Design updown_counter_p, sky130hd; sources not shown.
**Metal 1**

Drawn at 6 px/um.
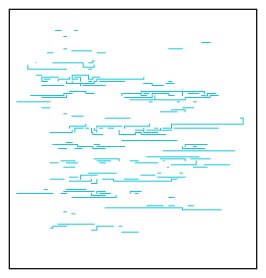
67 nets have wire on it. The layer carries 442 um of wire. The wires run mostly horizontal.
global-route met1 utilization: 0.181
WL final: 950 um

**Congestion heat map**

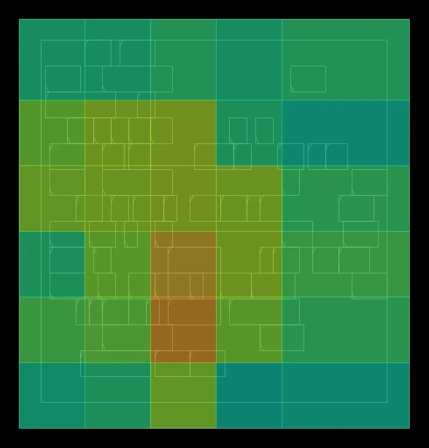
global routing's busiest layer: met2
met2 layer usage reported by global route: 0.203
met3 Use GR: 0
Util after Layout: 0.431
post-detailed-route wirelength per cell: 11.4 um

**Logic cells by family**

Drawn at 6 px/um.
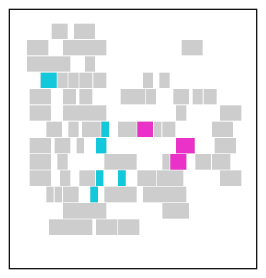
Key: cyan = nor cells [cells 6]; magenta = non-inverting ao/oa cells [cells 3]
non-filler instance count after layout: 83
most used logic cell in the final layout: sky130_fd_sc_hd__clkdlybuf4s50_1
proportion of cell area occupied by multi-input gates: 0.501

**Zoomed window**

Region (16, 18) to (41, 43) um. Cells in grey, sequential cells in the stronger grey; small squares are vias.
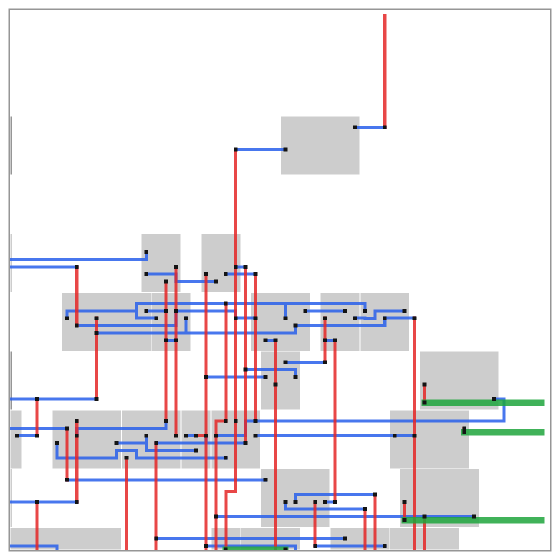
Key: red = metal 2; blue = metal 1; green = metal 3
Most frequent: clkdlybuf4s50_1 (4), nand3_1 (2), a21oi_1 (2). 17 logic cells have their middle in the window. Sequential cells in the window: 0.

==> git commit body <==
Record implementation results from latest flow run

* Sort of element at the start of the critical path: primary input
- Flip-flop count of the largest register after layout: 4
- Each instance of the synthesized netlist takes up on average 8.38 um2.
- TritonCTS built the clock tree.
* Floorplan core density: 0.297
- The power report attributes to the combinational group a share of 0.338.
* Register-to-register setup slack: 2.24 ns
* Summed negative setup slack over all endpoints: 0 ns
* Peak per-stage delay on the critical path: 0.61 ns
- Combined global-route utilization of all metal layers: 0.137
* Vias in the first global route: 420
- Net count of the finished layout: 81
* Pleak: 0.222 nW
- Number of diodes: 0
- Entering global routing, the biggest net connects 10 pins.
- Antenna-violating nets left: 0
- Number of warnings issued by yosys: 0
- For reference, the top cells by count after synthesis are 6 x sky130_fd_sc_hd__o21ai_0, 5 x sky130_fd_sc_hd__dfxtp_1, 4 x sky130_fd_sc_hd__nor2_1.
- Per the OpenROAD floorplan log, the area of the core is 0.00138 mm2.
* Clock-pin slew on the worst setup and hold paths: 0.04 ns
- 1st-iter DRT viols: 4
* Crit-path leading delay family: buffers and inverters
- The critical path contains buffers and inverters numbering 3 combined.
- Share of the yosys chip area belonging to registers: 0.244
- Worst hold path class: flip-flop to flip-flop
* FILL cells: 144
- Net Count, Synth: 62
* Area delta synth->final: 45.4%
- Cell internal power was estimated by the tool at 0.129 mW.
- Distinct cells, synth: 27
* Most repeated cell in the gate-level netlist after synthesis: sky130_fd_sc_hd__o21ai_0
- Static timing analysis puts the maximum clock frequency at 0.271 GHz.
* Number of sinks on the clock net: 5
- For reference, the top cells by area after synthesis are sky130_fd_sc_hd__dfxtp_1 24%, sky130_fd_sc_hd__o21ai_0 7.3%, sky130_fd_sc_hd__a2111oi_2 7.3%, sky130_fd_sc_hd__ha_1 6.1%, sky130_fd_sc_hd__a211oi_1 5.5%.
- Sort of element at the end of the critical path: output pin
* Detail-routed via count per cell: 5.17
- Combined area of all synthesized cells: 410 um2
* HPWL reported at the end of detailed placement: 759 um
* Number of cells in the yosys synthesis report: 49
- Die area: 0.00176 mm2
- The count of buffers added on input and output ports is 14.
- Slew Limit Fails: 0
- The smallest clock period supported by the final layout is computed as 3.69 ns.
* Signal arrival time at the worst endpoint: 2.86 ns
- CP dominant cell by count: sky130_fd_sc_hd__clkdlybuf4s50_1
* Pwr/cell area: 307 mW/mm2
- Post-CTS Repair Setup Buffers: 0
- Total power: 0.183 mW
- Fraction of power consumed by the clock network: 0.323
- The synthesis stat section lists a flop and latch total of 5.
* Count of H-tree levels built during CTS: 1
- Ratio of cells with drive above 1 in the final layout: 0.134
* Total setup violations reported at the end of the flow: 0
- The transition time recorded at the tightest slew-check pin is 0.373 ns.
- Cell with the largest stage delay on the worst path: sky130_fd_sc_hd__clkdlybuf4s50_1
* Syn Inst Count: 49
- The number of hold buffers added after CTS was 0.
- Boundary Pins: 16
* Dominant register cell: sky130_fd_sc_hd__dfxtp_1
- Summed over all instances, the cell type with the most area after synthesis is sky130_fd_sc_hd__dfxtp_1.
* Detailed-route via count: 429
* Maximum vdd drop: 0.186 mV
- The critical path maximum fanout is 7.
- Across all checked pins, the minimum headroom to the slew limit is 0.751.
- The total overflow left after global routing is 0.
- The stat command in Yosys gives a chip area of 410 um2.
- Setup repair after global routing left no endpoint under its margin.
- Die X: 41 um
* Number of rows in the core area: 14
- For the worst setup path, the data required time is 3.07 ns.
- Number of cells on the worst reg-to-reg path: 5
* Log Warnings: 26
* Total stage count of the critical path: 7
- The power report attributes to the sequential group a share of 0.339.
- The root buffer cell chosen for the clock tree is sky130_fd_sc_hd__clkbuf_4.
- The number of antenna violations at the first check in global routing came to 0.
- EDFF count, synth: 0
- Per the TritonCTS log, the buffer count is 3.
- Run status: finished, final reports clean
* Post-route DRC violation count: 0
* Number of hold violations in the final report: 0
- The first global-routing pass estimated 1670 um of wire.
* Final period utilization: 0.945
- Per the run summary, max-cap violations total 0.
* Worst Hold Path Cells: 2
==> cell usage in the layout, fill, tap and decap left out, types with 2 or more instances in the layout <==
| cell type | count |
|---|---|
| sky130_fd_sc_hd__clkdlybuf4s50_1 | 14 |
| sky130_fd_sc_hd__ha_1 | 2 |
| sky130_fd_sc_hd__a211oi_1 | 3 |
| sky130_fd_sc_hd__nand3_1 | 2 |
| sky130_fd_sc_hd__clkbuf_4 | 3 |
| sky130_fd_sc_hd__dfxtp_1 | 5 |
| sky130_fd_sc_hd__inv_1 | 2 |
| sky130_fd_sc_hd__a21o_1 | 2 |
| sky130_fd_sc_hd__or2_2 | 2 |
| sky130_fd_sc_hd__nor2_1 | 4 |
| sky130_fd_sc_hd__o21ai_0 | 6 |
| sky130_fd_sc_hd__clkbuf_1 | 2 |
| sky130_fd_sc_hd__a2111oi_2 | 2 |
| sky130_fd_sc_hd__a21oi_1 | 3 |
==> power groups by stage <==
stage               Combinational [mW]  Clock (mW)  Sequential (mW)
global route                    0.0691      0.0659           0.0636
CTS                             0.0627      0.0609           0.0623
floorplan                       0.0373           0           0.0621
finish                          0.0618      0.0592           0.0620
detailed placement              0.0620           0           0.0633
global placement                0.0619           0           0.0631
==> cell type report <==
type | count | area [um2] | area share
clock buffers | 4 | 26.3 | 0.0440
inverters | 2 | 7.51 | 0.0126
multi-input cells | 41 | 299 | 0.501
repair buffers | 14 | 140 | 0.235
plain buffers | 1 | 3.75 | 0.00629
well taps | 16 | 20.0 | 0.0335
flip-flops and latches | 5 | 100 | 0.168
==> worst min-delay path, delay by kind of cell, from the launching register on <==
family           cells  cell delay [ns]
AND-OR/OR-AND        1             0.12
flip-flops           1             0.31
AND/OR/NAND/NOR      1             0.05
==> metal layers <==
layer | wire (um) | global-route usage
met4 | 9 | 0.100
met3 | 42 | 0
met1 | 441 | 0.181
met2 | 456 | 0.203
met5 | 0 | 0
==> logic make-up (layout without fill, tap and decap cells) <==
kind of cell,count (synthesis),count (layout),synth area share
flip-flops,5,5,0.244
XOR/XNOR,2,2,0.0427
adder cells (fa/ha/maj),3,3,0.110
buffers and inverters,3,21,0.0274
AND/OR/NAND/NOR,15,15,0.204
AND-OR/OR-AND,21,21,0.372
==> metrics by stage <==
| step | util | cell area (um2) | std cells | hold WS (ns) | setup WS (ns) |
|---|---|---|---|---|---|
| after global placement | 0.412 | 571 | 79 | 0.476 | 0.222 |
| after CTS | 0.431 | 597 | 83 | 0.476 | 0.205 |
| after detailed placement | 0.412 | 571 | 79 | 0.467 | 0.220 |
| after floorplan | - | 410 | 49 | 0.463 | 1.50 |
| after global routing | 0.431 | 597 | 83 | 0.521 | 0.0957 |
| final | 0.431 | 597 | 83 | 0.480 | 0.213 |
Power and IR drop assume default switching activity.
